<file path="config.mk">
export PLATFORM = sky130hd
export DESIGN_NAME = dp_ram_port_ctrl
export DESIGN_NICKNAME = d
export VERILOG_FILES = /design/src/rtl/dp_ram_port_ctrl.sv
export SDC_FILE = /design/constraint.sdc
export NUM_CORES = 1
export LEC_CHECK = 0
export CAP_MARGIN = 20
export CORE_AREA = 2 2 121 123
export CTS_CLUSTER_SIZE = 20
export DETAILED_ROUTE_END_ITERATION = 8
export DIE_AREA = 0 0 123 125
export GPL_ROUTABILITY_DRIVEN = 0
export GPL_TIMING_DRIVEN = 1
export HOLD_SLACK_MARGIN = 0.08
export SLEW_MARGIN = 40
export SYNTH_ARGS = -nofsm -noshare
export SYNTH_HDL_FRONTEND = slang
export SYNTH_SLANG_ARGS = --single-unit
</file>
<file path="constraint.sdc">
create_clock -name clk -period 2.7 [get_ports clk]
set_input_delay 0.405 -clock clk [delete_from_list [all_inputs] [get_ports clk]]
set_output_delay 0.405 -clock clk [all_outputs]
set_load 0.02 [all_outputs]
</file>
<file path="src/rtl/dp_ram_port_ctrl.sv">
// dp_ram_port_ctrl
//
// Request/response front-end for one port of the dual-port synchronous RAM.
// A valid/ready request stream is turned into the RAM's active-low
// cs/we/oe strobes, and the registered read data is captured into a held
// response. Two instances serve the two RAM ports. Port 0 writes win over
// port 1 writes in the same cycle inside the RAM. This block does not
// detect such collisions; the system must avoid them.
//
// Ports
//   clk, reset_n                 clock and asynchronous active-low reset
//   req_valid/req_ready          request handshake
//   req_we, req_addr, req_wdata  request payload (1 = write, 0 = read)
//   rsp_valid/rsp_ready          read response handshake
//   rsp_rdata                    held read data
//   ram_cs, ram_we, ram_oe       RAM strobes, active low
//   ram_addr, ram_data_in        RAM address and write data
//   ram_data_out                 registered RAM read data
//   cnt_clr                      synchronous clear of both counters
//   rd_count, wr_count           saturating transaction counters
//
// Every output is a register. The combinational process computes the next
// value of each output, and the sequential processes load those values.

module dp_ram_port_ctrl #(
  parameter int ADDR_WIDTH = 4,
  parameter int DATA_WIDTH = 16,
  parameter int CNT_WIDTH  = 16
) (
  input  logic                  clk,
  input  logic                  reset_n,
  input  logic                  req_valid,
  output logic                  req_ready,
  input  logic                  req_we,
  input  logic [ADDR_WIDTH-1:0] req_addr,
  input  logic [DATA_WIDTH-1:0] req_wdata,
  output logic                  rsp_valid,
  input  logic                  rsp_ready,
  output logic [DATA_WIDTH-1:0] rsp_rdata,
  output logic                  ram_cs,
  output logic                  ram_we,
  output logic                  ram_oe,
  output logic [ADDR_WIDTH-1:0] ram_addr,
  output logic [DATA_WIDTH-1:0] ram_data_in,
  input  logic [DATA_WIDTH-1:0] ram_data_out,
  input  logic                  cnt_clr,
  output logic [CNT_WIDTH-1:0]  rd_count,
  output logic [CNT_WIDTH-1:0]  wr_count
);

  typedef enum logic [2:0] {
    IDLE,
    WR,
    RD_STB,
    RD_WAIT,
    RESP
  } state_t;

  state_t                state, state_nxt;
  logic                  req_ready_nxt;
  logic                  cs_nxt, we_nxt, oe_nxt;
  logic [ADDR_WIDTH-1:0] addr_nxt;
  logic [DATA_WIDTH-1:0] wdata_nxt;
  logic                  rsp_valid_nxt;
  logic [DATA_WIDTH-1:0] rsp_rdata_nxt;
  logic                  accept;
  logic                  wr_inc, rd_inc;

  // req_ready is a register that equals "state is IDLE or WR". The only
  // exception is the cycle straight after reset release, when it is still
  // 0. Using it directly as the accept qualifier keeps the handshake exact.
  assign accept = req_valid && req_ready;

  // Next-state and next-output logic. Strobes default to idle so that any
  // state which does not explicitly start a RAM access leaves the RAM
  // deselected. Address and write data hold their last value.
  always_comb begin
    state_nxt     = state;
    cs_nxt        = 1'b1;
    we_nxt        = 1'b1;
    oe_nxt        = 1'b1;
    addr_nxt      = ram_addr;
    wdata_nxt     = ram_data_in;
    rsp_valid_nxt = rsp_valid;
    rsp_rdata_nxt = rsp_rdata;
    wr_inc        = 1'b0;
    rd_inc        = 1'b0;

    case (state)
      IDLE, WR: begin
        if (accept) begin
          addr_nxt = req_addr;
          cs_nxt   = 1'b0;
          if (req_we) begin
            state_nxt = WR;
            we_nxt    = 1'b0;
            wdata_nxt = req_wdata;
            wr_inc    = 1'b1;
          end else begin
            state_nxt = RD_STB;
            oe_nxt    = 1'b0;
          end
        end else begin
          state_nxt = IDLE;
        end
      end
      // The RAM samples the read strobe at the edge that leaves RD_STB.
      RD_STB: begin
        state_nxt = RD_WAIT;
      end
      // The RAM's registered output now holds the addressed word.
      RD_WAIT: begin
        rsp_valid_nxt = 1'b1;
        rsp_rdata_nxt = ram_data_out;
        state_nxt     = RESP;
      end
      RESP: begin
        if (rsp_ready) begin
          rsp_valid_nxt = 1'b0;
          rd_inc        = 1'b1;
          state_nxt     = IDLE;
        end
      end
      default: begin
        state_nxt = IDLE;
      end
    endcase

    req_ready_nxt = (state_nxt == IDLE) || (state_nxt == WR);
  end

  // State and registered outputs. Reset abandons any read in flight and
  // drops the strobes at once.
  always_ff @(posedge clk or negedge reset_n) begin
    if (!reset_n) begin
      state       <= IDLE;
      req_ready   <= 1'b0;
      ram_cs      <= 1'b1;
      ram_we      <= 1'b1;
      ram_oe      <= 1'b1;
      ram_addr    <= '0;
      ram_data_in <= '0;
      rsp_valid   <= 1'b0;
      rsp_rdata   <= '0;
    end else begin
      state       <= state_nxt;
      req_ready   <= req_ready_nxt;
      ram_cs      <= cs_nxt;
      ram_we      <= we_nxt;
      ram_oe      <= oe_nxt;
      ram_addr    <= addr_nxt;
      ram_data_in <= wdata_nxt;
      rsp_valid   <= rsp_valid_nxt;
      rsp_rdata   <= rsp_rdata_nxt;
    end
  end

  // Saturating statistics counters. A clear overrides an increment in the
  // same cycle.
  always_ff @(posedge clk or negedge reset_n) begin
    if (!reset_n) begin
      wr_count <= '0;
      rd_count <= '0;
    end else if (cnt_clr) begin
      wr_count <= '0;
      rd_count <= '0;
    end else begin
      if (wr_inc && (wr_count != '1)) begin
        wr_count <= wr_count + CNT_WIDTH'(1);
      end
      if (rd_inc && (rd_count != '1)) begin
        rd_count <= rd_count + CNT_WIDTH'(1);
      end
    end
  end

endmodule
</file>
### Signal wires on met1, run 1

The bar under the picture is 20 um long. Supply wires on this layer in grey.
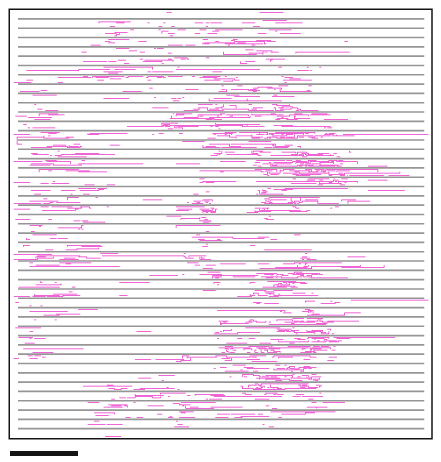
The layer holds 44% of the routed length. 410 nets have wire on it.

### Gate-type map, run 1

The bar under the picture is 20 um long.
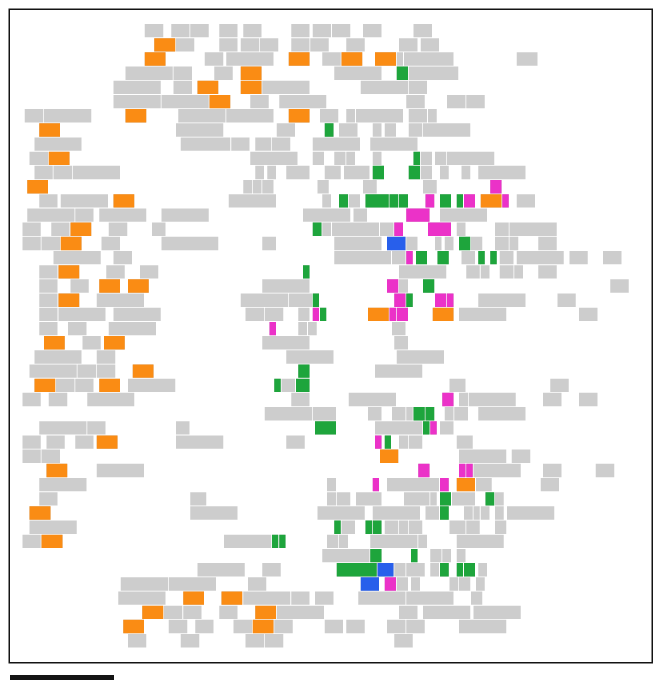
Key: blue = non-inverting ao/oa cells [cells 3, most used o21ba_2]; green = nand cells [cells 44, most used nand2_1]; magenta = nor cells [cells 25, most used nor2_1]; orange = mux cells [cells 41, most used mux2_2]

==> impl_metrics.yaml, run 1 <==
# synthesis and place-and-route metrics
layout:
  final-clk-cell-share_pct: 6.49
  finish.utilization_pct: 36.5
  buffer_area_share_pct: 23.2
  buffers: 122
  logic_area_um2: 1490
  flops: 76
  area_growth_pct: 49.4
  register_area_um2: 1910
  nNonClkInverters: 5
  nFillCells: 1423
  final_layout_size_suffix_gt1_share_pct: 19.6
  seq_share_pct: 36.8
  layout.cells.most_common: "clkdlybuf4s50_1"
  antennaDiodeCount: 0
  sh_comb_area_pct: 28.7
  nClkBuffers: 11
  stdcell_count: 607
  multi_input_comb_cells: 204
  dominant_cells: "flip-flops and latches"
  final_cell_mix: "clkdlybuf4s50_1 (113), dfrtp_1 (73), mux2_2 (39)"
synth:
  syn_area_um2: 3470
  synth_area_per_cell_um2: 11.7
  synth.cellmix.simpleShare_pct: 18.5
  top_cell: "dfrtp_1"
  synth-xor-area-share_pct: 0.253
  top_cell_area_share_pct: 52.7
  synth.area.mux_share_pct: 13.2
  yosys_area_um2: 3470
  syn_nets: 341
  yosys.area.top_type: "dfrtp_1"
  synthAdderAreaFrac_pct: 0.722
  top_logic_kind: "simple AND/OR/NAND/NOR gates"
  dominantRegCellSynth: "dfrtp_1"
  numSynthFlops: 76
  synth.distinct_cells: 42
  syn_inst: 297
  postSynthSeqShare_pct: 54.9
  area_leaders: "dfrtp_1 (53%), mux2_2 (13%), a21oi_1 (3.8%)"
  ys_top_cells_by_count: "dfrtp_1 (73), mux2_2 (39), a21oi_1 (26)"
  ys_async_sr_fraction_pct: 100
  edf_count: 0
critical_path:
  path_max_fanout: 14
  crit_cells: 6
  rr_worst_depth: 6
  cp_cell_sequence: "ha_1, nand4_1, o41ai_4, buf_4, nor4_1, o21ba_2"
  critPathRequiredTime_ns: 2.93
  slowest_stage: "o41ai_4"
  worst_setup_path_end_kind: "flip-flop"
  arrival_ns: 2.31
  critPathBufInv: 1
  path_class: "reg -> reg"
  crit_path_max_incr_delay_ns: 0.57
  start_kind: "flip-flop"
  critPathCapture: "rd_count[11]"
  crit_path_start: "rd_count[0]"
  r2r_setup_slack_ns: 0.62
  timing.rr.start: "rd_count[0]"
flow_run:
  log.warning_count: 26
  drv_cap: 0
timing:
  relSlewSlack_pct: 52.9
  slew_viol_final: 0
  max_freq_ghz: 0.481
  setup_ws_ns: 0.621
  finalCriticalPeriod_ns: 2.08
  rsz0062_at_grt: "false"
  hold_violations: 0
  setup_viol: 0
  worst_pin_slew_ns: 0.707
  holdWs_ns: 0.110
  period_used_pct: 77.0
route:
  drc: 0
  drt-met1-wl_um: 3830
  drt_iter0_drc: 95
  route.met3.wl_um: 654
  drtPass1Iterations: 4
  met2_length_um: 4160
  ant_nets: 0
  vias_per_cell: 4.70
  dr.max_layer_used: "met4"
  wirelength_um: 8810
  vias: 2853
die:
  num_rows: 44
  io_pins: 115
  die_h_um: 125
  die-area_um2: 15400
  initial_core_util_pct: 24.4
  fp.coreArea_um2: 14200
  die_w_um: 123
  tap_cells: 184
grt:
  gr-max-usage-layer: "met2"
  grtUsageMet3_pct: 3.92
  globalRouteMet1Util_pct: 14.7
  grt_use_total_pct: 11.8
  grt_overflow: 0
  antenna_found_initial: 0
  grt_max_degree: 77
  first_global_vias: 2839
  grt_pass1_wl_um: 14300
pwr:
  p_leak_nw: 2.01
  power_leader: "registers"
  p_sw_share_pct: 30.6
  power.density_nw_per_um2: 895
  internal_power_mw: 3.22
  p_clk_share_pct: 28.9
  clk-power_mw: 1.34
  p_comb_mw: 1.64
  p_seq_mw: 1.66
  power_mw: 4.64
  power_frac_comb_pct: 35.4
  switching_power_mw: 1.42
  max-vdd-ir-drop_mv: 0.532
cts:
  cts-buffers-inserted: 9
  cts_resized: 0
  cts.sinks: 76
  clockBufferDepth: 2
  postCtsHoldBufs: 0
  cts_setup_buffers: 0
  cts_tree: "built"
  root_buffer: "clkbuf_16"
  clk_pin_slew_ns: 0.06
  htreeDepth: 3
placement:
  io_buffers: 114
  dpl.cell_count: 591
  dpl_cell_area_um2: 4820
  hpwl_um: 6230
status:
  outcome: "complete, no violations"
worst_hold_path:
  hold_class: "in -> async"
### Routing congestion map, run 1

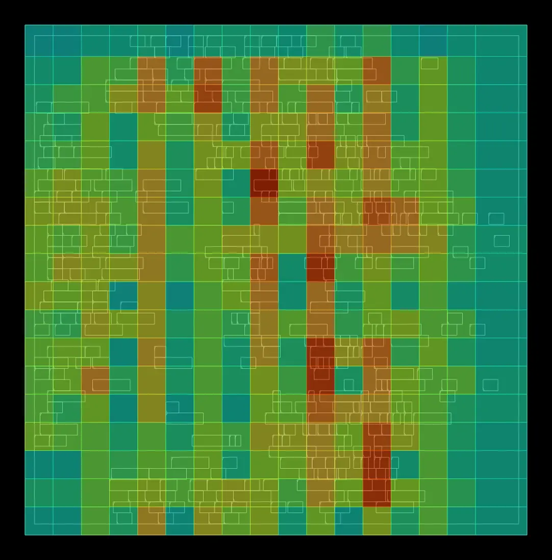
average wire per standard cell: 14.5 um
met2 Use GR: 18.1%

==> run 2: changes to the inputs <==
clock period = 2.05 ns   (was 2.7 ns; I/O delays follow)
### Signal wires on met1, run 2

The bar under the picture is 20 um long. Supply wires on this layer in grey.
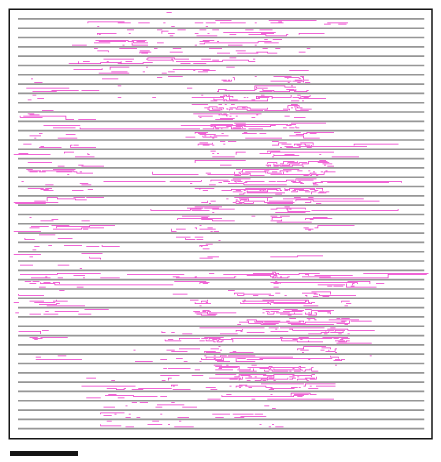
The layer carries 3810 um of wire. The layer holds 42% of the routed length. The wires run mostly horizontal. 407 nets have wire on it.

### Gate-type map, run 2

The bar under the picture is 20 um long.
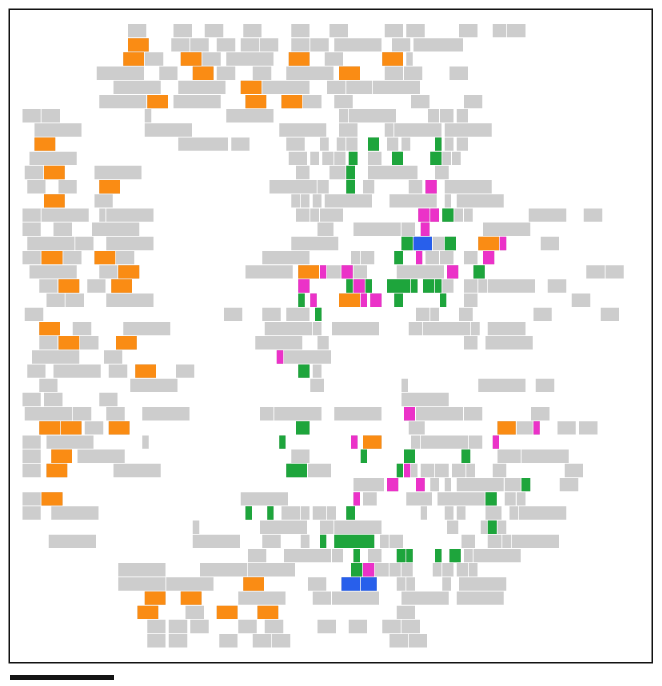
final cell count without fillers: 617
multi-input logic portion of the cell area: 28.3%
Commonest Layout Cell: clkdlybuf4s50_1

==> impl_metrics.yaml, run 2 <==
# synthesis and place-and-route metrics
layout:
  final_layout_size_suffix_gt1_share_pct: 19.4
  finish.utilization_pct: 36.5
  logic_area_um2: 1470
  flops: 76
  seq_share_pct: 36.8
  area_growth_pct: 49.4
  final_cell_mix: "clkdlybuf4s50_1 (113), dfrtp_1 (73), mux2_2 (39)"
  nClkBuffers: 16
  antennaDiodeCount: 0
  dominant_cells: "flip-flops and latches"
synth:
  ys_top_cells_by_count: "dfrtp_1 (73), mux2_2 (39), a21oi_1 (26)"
  synth_area_per_cell_um2: 11.7
  synth.cellmix.simpleShare_pct: 18.5
  synthAdderAreaFrac_pct: 0.722
  numSynthFlops: 76
  postSynthSeqShare_pct: 54.9
  synth-xor-area-share_pct: 0.253
  dominantRegCellSynth: "dfrtp_1"
  top_cell: "dfrtp_1"
  synth.area.mux_share_pct: 13.2
  ys_async_sr_fraction_pct: 100
  area_leaders: "dfrtp_1 (53%), mux2_2 (13%), a21oi_1 (3.8%)"
placement:
  hpwl_um: 6390
  io_buffers: 114
pwr:
  internal_power_mw: 3.99
  p_comb_mw: 2.19
  switching_power_mw: 1.83
  power.density_nw_per_um2: 1120
  power_leader: "combinational logic"
  p_seq_mw: 2.18
die:
  tap_cells: 184
  io_pins: 115
  die_h_um: 125
  num_rows: 44
  die-area_um2: 15400
grt:
  first_global_vias: 2892
  grt_overflow: 0
  gr-max-usage-layer: "met2"
critical_path:
  path_max_fanout: 15
  r2r_setup_slack_ns: 0.13
  critPathBufInv: 2
  crit_path_start: "rd_count[0]"
  start_kind: "flip-flop"
  slowest_stage: "dfrtp_1"
  crit_cells: 7
  crit_path_max_incr_delay_ns: 0.42
  timing.rr.start: "rd_count[0]"
cts:
  cts_setup_buffers: 0
  cts.sinks: 76
  root_buffer: "clkbuf_16"
  postCtsHoldBufs: 1
route:
  dr.max_layer_used: "met5"
  vias: 2862
  drc: 0
  drt-met1-wl_um: 3810
status:
  outcome: "complete, no violations"
timing:
  period_used_pct: 93.8
  hold_violations: 0
  finalCriticalPeriod_ns: 1.92
  relSlewSlack_pct: 65.2
  worst_pin_slew_ns: 0.521
  holdWs_ns: 0.478
flow_run:
  drv_cap: 0
  log.warning_count: 26
Power is estimated from default activity; no workload was simulated.
